==> src/rtl/seq_det_run_ctrl.sv <==
// seq_det_run_ctrl: runs one LEN-bit stimulus pass on a serial sequence detector and collects its per-bit hits
//   clk, rst          clock, asynchronous active-high reset
//   start, abort      run request (IDLE/DONE only), cancel of a run in progress
//   stim              stimulus word, stim[0] fed first, captured on accepted start
//   busy, done        run in progress, one-cycle completion pulse
//   det_rst, det_i    detector reset and serial input
//   det_out           detector registered output
//   hit_map, hit_cnt  det_out per stimulus bit, saturating count of hits
//   Optional (SEQ_DET_EXPECT_CHECK_EN): expect_bits in, err_cnt and pass out
module seq_det_run_ctrl #(
    parameter int LEN     = 16,
    parameter int CNT_W   = 5,
    parameter int RST_CYC = 2
) (
    input  logic             clk,
    input  logic             rst,
    input  logic             start,
    input  logic             abort,
    input  logic [LEN-1:0]   stim,
    output logic             busy,
    output logic             done,
    output logic             det_rst,
    output logic             det_i,
    input  logic             det_out,
    output logic [LEN-1:0]   hit_map,
    output logic [CNT_W-1:0] hit_cnt
`ifdef SEQ_DET_EXPECT_CHECK_EN
   ,input  logic [LEN-1:0]   expect_bits,
    output logic [CNT_W-1:0] err_cnt,
    output logic             pass
`endif
);
    localparam int IW = LEN > 1 ? $clog2(LEN) : 1;
    localparam int CW = RST_CYC > 1 ? $clog2(RST_CYC) : 1;
    typedef enum logic [2:0] {IDLE, RESET_DUT, FEED, DRAIN, DONE} state_t;
    state_t state, state_n;
    logic [IW-1:0] idx, idx_n, cap_pos;
    logic [CW-1:0] cnt, cnt_n;
    logic [LEN-1:0] shift, shift_n, hit_map_n;
    logic [CNT_W-1:0] hit_cnt_n;
    logic accept, cap;
`ifdef SEQ_DET_EXPECT_CHECK_EN
    logic [LEN-1:0] exp_q, exp_n;
    logic [CNT_W-1:0] err_cnt_n;
    logic pass_n;
`endif
    always_comb begin
        state_n   = state;
        shift_n   = shift;
        idx_n     = '0;
        cnt_n     = '0;
        hit_map_n = hit_map;
        hit_cnt_n = hit_cnt;
        accept    = (state == IDLE || state == DONE) && start;
        // det_out lags det_i by one cycle, so each bit is captured one cycle late
        cap       = (state == FEED && idx != '0) || state == DRAIN;
        cap_pos   = state == DRAIN ? IW'(LEN - 1) : idx - 1'b1;
        case (state)
            IDLE, DONE: state_n = accept ? RESET_DUT : IDLE;
            RESET_DUT: begin
                cnt_n   = cnt + 1'b1;
                state_n = abort ? IDLE : (cnt == CW'(RST_CYC - 1) ? FEED : RESET_DUT);
            end
            FEED: begin
                idx_n   = idx + 1'b1;
                shift_n = shift >> 1;
                state_n = abort ? IDLE : (idx == IW'(LEN - 1) ? DRAIN : FEED);
            end
            DRAIN: state_n = abort ? IDLE : DONE;
            default: state_n = IDLE;
        endcase
        if (accept) begin
            shift_n   = stim;
            hit_map_n = '0;
            hit_cnt_n = '0;
        end
        if (cap) begin
            hit_map_n[cap_pos] = det_out;
            if (det_out && hit_cnt != '1)
                hit_cnt_n = hit_cnt + 1'b1;
        end
`ifdef SEQ_DET_EXPECT_CHECK_EN
        exp_n     = accept ? expect_bits : exp_q;
        err_cnt_n = accept ? '0 : err_cnt;
        if (cap && det_out != exp_q[cap_pos] && err_cnt != '1)
            err_cnt_n = err_cnt + 1'b1;
        pass_n    = accept ? 1'b0 : (state_n == DONE ? err_cnt_n == '0 : pass);
`endif
    end
    always_ff @(posedge clk or posedge rst) begin
        if (rst) begin
            state   <= IDLE;
            idx     <= '0;
            cnt     <= '0;
            shift   <= '0;
            hit_map <= '0;
            hit_cnt <= '0;
            busy    <= 1'b0;
            done    <= 1'b0;
            det_rst <= 1'b1;
            det_i   <= 1'b0;
`ifdef SEQ_DET_EXPECT_CHECK_EN
            exp_q   <= '0;
            err_cnt <= '0;
            pass    <= 1'b0;
`endif
        end else begin
            state   <= state_n;
            idx     <= idx_n;
            cnt     <= cnt_n;
            shift   <= shift_n;
            hit_map <= hit_map_n;
            hit_cnt <= hit_cnt_n;
            // outputs are decoded from the next state so they are registered yet aligned with it
            busy    <= state_n == RESET_DUT || state_n == FEED || state_n == DRAIN;
            done    <= state_n == DONE;
            det_rst <= !(state_n == FEED || state_n == DRAIN);
            det_i   <= state_n == FEED && shift_n[0];
`ifdef SEQ_DET_EXPECT_CHECK_EN
            exp_q   <= exp_n;
            err_cnt <= err_cnt_n;
            pass    <= pass_n;
`endif
        end
    end
endmodule

==> config.mk <==
export PLATFORM = sky130hd
export DESIGN_NAME = seq_det_run_ctrl
export DESIGN_NICKNAME = d
export VERILOG_FILES = /design/src/rtl/seq_det_run_ctrl.sv
export SDC_FILE = /design/constraint.sdc
export NUM_CORES = 1
export LEC_CHECK = 0
export CAP_MARGIN = 10
export CORE_UTILIZATION = 46
export CTS_BUF_LIST = sky130_fd_sc_hd__clkbuf_4 sky130_fd_sc_hd__clkbuf_8 sky130_fd_sc_hd__clkbuf_16
export CTS_CLUSTER_DIAMETER = 150
export DETAILED_ROUTE_END_ITERATION = 8
export GPL_TIMING_DRIVEN = 0
export PLACE_DENSITY = 0.72
export SLEW_MARGIN = 20
export SYNTH_ARGS = -nofsm -noshare
export SYNTH_HDL_FRONTEND = slang
export SYNTH_SLANG_ARGS = --single-unit
==> constraint.sdc <==
create_clock -name clk -period 1.9 [get_ports clk]
set_input_delay 0.19 -clock clk [delete_from_list [all_inputs] [get_ports clk]]
set_output_delay 0.19 -clock clk [all_outputs]
set_load 0.01 [all_outputs]
==> impl_results.rst, run 1 <==
Run summary
-----------

.. list-table::
   :header-rows: 1

   * - Metric
     - Value
   * - Power per standard cell area
     - 956 nW/µm²
   * - Combined area of all synthesized cells
     - 2330 µm²
   * - Kind of critical path
     - flop to flop
   * - Dominant cell area share
     - 51.6%
   * - Violation tally from detailed-route iteration zero
     - 142
   * - Clock buffer instance count of the final layout
     - 7
   * - # H-tree levels
     - 2
   * - Most area-hungry cell class in the final design
     - sequential cells
   * - Critical path startpoint
     - idx[0]
   * - Worst Setup EP
     - hit_cnt[1]
   * - Max-slew violations
     - 0
   * - Adder Area Share
     - 2.15%
   * - Top cells by instance count after synthesis
     - sky130_fd_sc_hd__nand2_1 (50), sky130_fd_sc_hd__dfrtp_1 (48), sky130_fd_sc_hd__a22oi_1 (14)
   * - Initial Util
     - 48.7%
   * - Final hold violations
     - 0
   * - Post-synth area from yosys stat
     - 2330 µm²
   * - Synth-to-Final Area Change
     - 32.1%
   * - Post-Syn Instances
     - 230
   * - Yosys xor share
     - 1.13%
   * - Final wirelength
     - 4.85 mm
   * - Final hold slack
     - 0.169 ns
   * - CTS tree
     - done
   * - Comb group
     - 884 µW
   * - Number of distinct standard cells referenced by the synthesized netlist
     - 46
   * - Pin count of the biggest net entering global routing
     - 35
   * - Placer Congestion
     - 0.774
   * - Cell taking the most area after synthesis
     - sky130_fd_sc_hd__dfrtp_1
   * - Ys cells
     - 230
   * - Buffer levels on the longest clock path
     - 2
   * - Combinational power share
     - 30.1%
   * - GR peak layer
     - met2
   * - Global-route wire length before repair
     - 8.18 mm
   * - Type of destination of the critical path
     - flop
   * - Simple logic cell fraction of the synthesized area
     - 21.2%
   * - Headroom to the max-slew limit
     - 67.4%
   * - Flip-flop cell with the highest count after synthesis
     - sky130_fd_sc_hd__dfrtp_1
   * - Flop area
     - 1230 µm²
   * - Dominant combinational cell family by area after synthesis
     - simple AND/OR/NAND/NOR gates
   * - Min setup slack post-route
     - 0.103 ns
   * - TNS Setup
     - 0 ns
   * - Logic share of the area
     - 34.0%
   * - Total die area
     - 5350 µm²
   * - Count of multi-input combinational gates
     - 160
   * - Portion of netlist area occupied by mux cells
     - 4.73%
   * - Routed WL per cell
     - 13.5 µm
   * - Path category of the worst min-delay check
     - input port to async pin
   * - Syn nets
     - 255
   * - Met3 global-route usage
     - 4.70%
   * - CTS buffer count
     - 5
   * - Async set-or-reset flop fraction in the synthesized netlist
     - 100%
   * - Top-count cell post-synth
     - sky130_fd_sc_hd__nand2_1
   * - Reg-to-reg slack, setup
     - 0.10 ns
   * - CP max FO
     - 7
   * - Result of the run
     - complete, no violations
   * - Post-synthesis sequential area ratio
     - 52.7%
   * - I/O Buffers
     - 45
   * - Layout fillers
     - 417
   * - Number of global-route vias before repair
     - 1741
## run 1: critical path: stages (launching register included)
cell	delay [ns]
sky130_fd_sc_hd__dfrtp_2	0.44
sky130_fd_sc_hd__inv_4	0.07
sky130_fd_sc_hd__ha_4	0.16
sky130_fd_sc_hd__or4b_4	0.47
sky130_fd_sc_hd__buf_4	0.17
sky130_fd_sc_hd__nand4b_4	0.11
sky130_fd_sc_hd__buf_4	0.13
sky130_fd_sc_hd__nand3_1	0.07
sky130_fd_sc_hd__o21ai_0	0.10
## run 1: cell usage in the layout, fill, tap and decap left out, types with 2 or more instances in the layout
cell type,count
sky130_fd_sc_hd__nand2b_1,6
sky130_fd_sc_hd__nand2_2,3
sky130_fd_sc_hd__and2_4,2
sky130_fd_sc_hd__o2bb2ai_1,2
sky130_fd_sc_hd__o211ai_1,5
sky130_fd_sc_hd__mux2i_1,11
sky130_fd_sc_hd__o21ai_0,4
sky130_fd_sc_hd__clkdlybuf4s50_1,45
sky130_fd_sc_hd__a21oi_1,4
sky130_fd_sc_hd__clkbuf_8,6
sky130_fd_sc_hd__o31ai_1,5
sky130_fd_sc_hd__buf_2,4
sky130_fd_sc_hd__nor2_1,8
sky130_fd_sc_hd__o21ai_1,2
sky130_fd_sc_hd__ha_1,3
sky130_fd_sc_hd__nand2_1,50
sky130_fd_sc_hd__a31oi_1,2
sky130_fd_sc_hd__nand3_1,6
sky130_fd_sc_hd__clkbuf_1,4
sky130_fd_sc_hd__a22oi_1,14
sky130_fd_sc_hd__inv_1,8
sky130_fd_sc_hd__nor2_2,2
sky130_fd_sc_hd__and2_1,4
sky130_fd_sc_hd__xnor2_1,3
sky130_fd_sc_hd__nor2b_1,4
sky130_fd_sc_hd__dfrtp_1,47
sky130_fd_sc_hd__buf_4,8
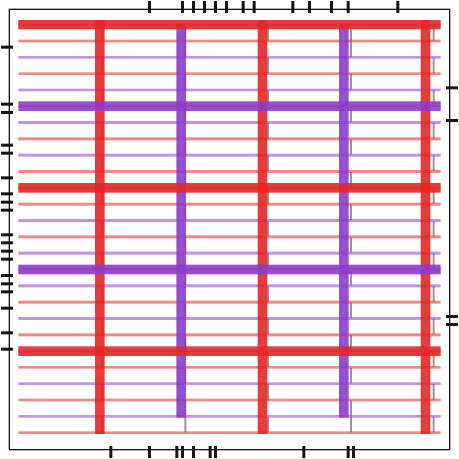
Run 1: supply network
Scale: 6 px per µm. Pins as bars on the die edge. Tap cells in grey.
| net | colour |
|---|---|
| VDD | purple |
| VSS | red |
tap cells: 67
met1 rails: 26
signal pins: 46
met4 straps: 5
rows: 25
area of the core: 4790 µm²
vertical die dimension: 73.2 µm
highest ir drop seen on vdd: 0.712 mV
x dimension of the die: 73.2 µm

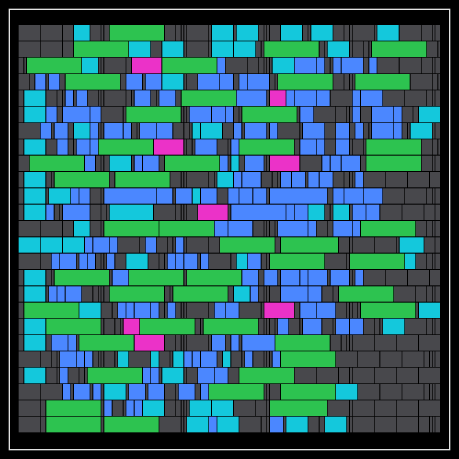
Run 1: cells coloured by class
Scale: 6 px per µm. Fill, decap, tap and diode cells in grey.
| class | colour | cells |
|---|---|---|
| remaining buffers and delay cells | cyan | 64 |
| remaining logic cells | blue | 170 |
| clock drivers and dummy loads | magenta | 8 |
| registers | green | 49 |
sequential share of cell area: 39.9%
post-layout util: 64.3%
design area: 3080 µm²
cell row count: 25

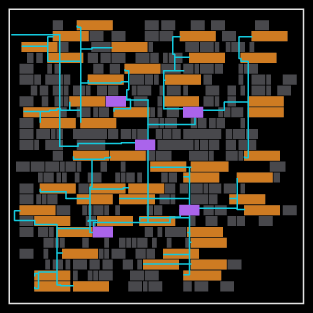
Run 1: clock distribution
Scale: 4 px per µm.
[clock wires] cyan | length: 578 µm
[clock-net drivers] purple | count: 5
[flip-flops] orange | count: 49
flops lie: all over the die
routed clock nets: 6
Clock Skews: 0.00708 ns
insertion delay to the later sink of the worst-skew pair: 0.30 ns

Run 1, congestion heat map:
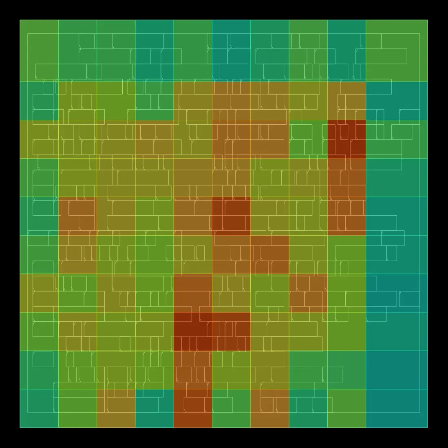

==> run 2, diff against run 1 <==
--- a/config.mk
+++ b/config.mk
@@ -8,3 +8,3 @@
 export CAP_MARGIN = 10
-export CORE_UTILIZATION = 46
+export CORE_UTILIZATION = 40
 export CTS_BUF_LIST = sky130_fd_sc_hd__clkbuf_4 sky130_fd_sc_hd__clkbuf_8 sky130_fd_sc_hd__clkbuf_16
@@ -13,3 +13,3 @@
 export GPL_TIMING_DRIVEN = 0
-export PLACE_DENSITY = 0.72
+export PLACE_DENSITY = 0.64
 export SLEW_MARGIN = 20
--- a/constraint.sdc
+++ b/constraint.sdc
@@ -3,2 +3,2 @@
 set_output_delay 0.19 -clock clk [all_outputs]
-set_load 0.01 [all_outputs]
+set_load 0.02 [all_outputs]
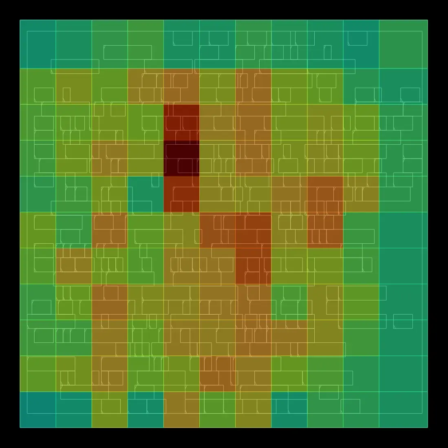
Run 2: congestion heat map
Routed WL per cell: 13.5 µm
global-route track usage on met2: 26.3%
met1 Use GR: 24.9%
post-layout util: 55.5%

==> impl_results.rst, run 2 <==
Run summary
-----------

.. list-table::
   :header-rows: 1

   * - Metric
     - Value
   * - Result of the run
     - complete, no violations
   * - Path category of the worst min-delay check
     - input port to async pin
   * - Slowest CP cell
     - sky130_fd_sc_hd__or4b_4
   * - Clock Skews
     - 0.00433 ns
   * - Critical path buffer and inverter count
     - 1
   * - Dominant combinational cell family by area after synthesis
     - simple AND/OR/NAND/NOR gates
   * - Final hold violations
     - 0
   * - Dominant cell area share
     - 51.6%
   * - Initial Util
     - 41.8%
   * - Cell taking the most area after synthesis
     - sky130_fd_sc_hd__dfrtp_1
   * - Synth-to-Final Area Change
     - 32.7%
   * - # H-tree levels
     - 2
   * - Global-route wire length before repair
     - 8.49 mm
   * - Final wirelength
     - 4.88 mm
   * - Clk network pwr share
     - 25.6%
   * - Arrival time of the worst setup path
     - 2.06 ns
   * - Highest ir drop seen on vdd
     - 0.614 mV
   * - Dominant logic cell type in the layout
     - sky130_fd_sc_hd__nand2_1
   * - Placer Congestion
     - 0.778
   * - Gate family responsible for the most delay along the worst path
     - simple AND/OR/NAND/NOR gates
   * - Power per standard cell area
     - 991 nW/µm²
   * - Portion of netlist area occupied by mux cells
     - 4.73%
   * - Cell row count
     - 27
   * - Sequential fraction of design power
     - 45.8%
   * - Clock transition time at the flip-flop clock pins of the worst setup and hold paths
     - 0.09 ns
   * - Async set-or-reset flop fraction in the synthesized netlist
     - 100%
   * - Portion of the clock cycle consumed by the worst path in the final layout
     - 96.9%
   * - Top cells by instance count after synthesis
     - sky130_fd_sc_hd__nand2_1 (50), sky130_fd_sc_hd__dfrtp_1 (48), sky130_fd_sc_hd__a22oi_1 (14)
   * - Area fraction in compound gates
     - 14.1%
   * - Most frequently placed logic cells in the final layout
     - sky130_fd_sc_hd__nand2_1 (50), sky130_fd_sc_hd__dfrtp_1 (47), sky130_fd_sc_hd__clkdlybuf4s50_1 (45), sky130_fd_sc_hd__a22oi_1 (14), sky130_fd_sc_hd__mux2i_1 (11)
   * - CP max FO
     - 7
   * - Number of global-route vias before repair
     - 1778
   * - Kind of critical path
     - flop to flop
   * - Pin count of the biggest net entering global routing
     - 31
   * - Switching part of the total power
     - 31.9%
   * - Flip-flop cell with the highest count after synthesis
     - sky130_fd_sc_hd__dfrtp_1
   * - Main area contributors
     - sky130_fd_sc_hd__dfrtp_1 (52%), sky130_fd_sc_hd__nand2_1 (8.1%), sky130_fd_sc_hd__mux2i_1 (4.7%)
   * - Insertion delay to the later sink of the worst-skew pair
     - 0.30 ns
   * - Simple logic cell fraction of the synthesized area
     - 21.2%
   * - Met3 global-route usage
     - 4.07%
   * - Count of cell instances traversed by the critical path
     - 7
   * - Post-synth area from yosys stat
     - 2330 µm²
   * - CTS buffer count
     - 5
   * - Final hold slack
     - 0.204 ns
   * - Combined area of all synthesized cells
     - 2330 µm²
   * - GR peak layer
     - met2
   * - Top-count cell post-synth
     - sky130_fd_sc_hd__nand2_1
   * - Global route total overflow
     - 0
   * - Adder Area Share
     - 2.15%
   * - Headroom to the max-slew limit
     - 64.2%
   * - Ys cells
     - 230
   * - Source of the worst register-to-register timing path
     - idx[0]
   * - CTS tree
     - done
   * - Layout fillers
     - 529
   * - Max-slew violations
     - 0
   * - I/O Buffers
     - 45
   * - Buffer levels on the longest clock path
     - 2
   * - Number of distinct standard cells referenced by the synthesized netlist
     - 46
   * - Reg-to-reg slack, setup
     - 0.06 ns
   * - Yosys synthesis warning count
     - 0
   * - Count of nets after finishing
     - 313
   * - RSZ-0062 raised after global routing
     - no
   * - Router iterations before antenna repair
     - 4
   * - Reg2reg path depth
     - 7
   * - Area of the core
     - 5570 µm²
   * - Critical path startpoint
     - idx[0]
   * - Vertical die dimension
     - 78.3 µm
   * - Comb group
     - 877 µW
   * - Delay contributed by the slowest stage of the critical path
     - 0.49 ns
   * - Combinational power share
     - 28.6%
   * - Post-synthesis sequential area ratio
     - 52.7%
   * - Critical Path RT
     - 2.12 ns
   * - Type of destination of the critical path
     - flop
   * - Syn nets
     - 255
   * - TNS Setup
     - 0 ns
   * - Worst Setup EP
     - hit_map[1]
   * - Yosys xor share
     - 1.13%
   * - X dimension of the die
     - 78.3 µm
   * - Ant diodes
     - 0
   * - Largest registers
     - hit_map: 16 flops, shift: 16 flops, hit_cnt: 5 flops
   * - Via count
     - 1812
   * - Violation tally from detailed-route iteration zero
     - 91
   * - Post-Syn Instances
     - 230
   * - Total die area
     - 6130 µm²
   * - Series of cell instances along the critical path
     - inv_2 > ha_4 > or4b_4 > and3_4 > and2_4 > nand2_2 > mux2i_1
==> run 2: cell counts after synthesis <==
Identical to the previous run, type by type.
==> run 2: worst min path at each step <==
stage | depth (start not counted) | to
after floorplan | 1 | done
after global placement | 1 | cnt
after detailed placement | 1 | cnt
after CTS | 2 | hit_cnt[0]
after global routing | 2 | hit_cnt[0]
final | 2 | hit_map[10]
==> run 2: what timing repair did <==
action                                  in CTS  in global routing
resized                                      3                  2
pin swaps                                    0                  1
buffers inserted                             2                  4
endpoints found under the setup margin      15                 10
gates cloned                                 0                  0
==> run 2: per-stage QoR <==
| step | std cells | util, % | instance area [µm²] | total power [mW] | worst slack [ns] |
|---|---|---|---|---|---|
| 6_report | 361 | 55.5 | 3090 | 3.06 | 0.0593 |
| 5_1_grt | 361 | 55.5 | 3090 | 3.27 | 0.00398 |
| 4_1_cts | 357 | 54.8 | 3050 | 3.08 | 0.0328 |
| 3_5_place_dp | 348 | 52.1 | 2900 | 2.27 | -0.151 |
| 3_3_place_gp | 347 | 51.7 | 2880 | 2.25 | -0.498 |
| 2_1_floorplan | 230 | - | 2340 | 1.99 | 0.0262 |
==> run 2: area by class of cell <==
class | count | area (µm²) | area share (%)
flip-flops and latches | 49 | 1230 | 39.7
multi-input cells | 160 | 1050 | 33.9
repair buffers | 52 | 515 | 16.7
clock buffers | 7 | 90.1 | 2.91
well taps | 72 | 90.1 | 2.91
plain buffers | 10 | 52.6 | 1.70
inverters | 10 | 37.5 | 1.21
clock inverters | 1 | 30.0 | 0.971
==> run 2: metal layers <==
layer | share of wire (%) | up-vias
met5 | 0 | -
met4 | 1.5 | 0
met3 | 3.6 | 8
met2 | 45 | 33
met1 | 50 | 865
li1 | - | 906
Power is estimated from default activity; no workload was simulated.
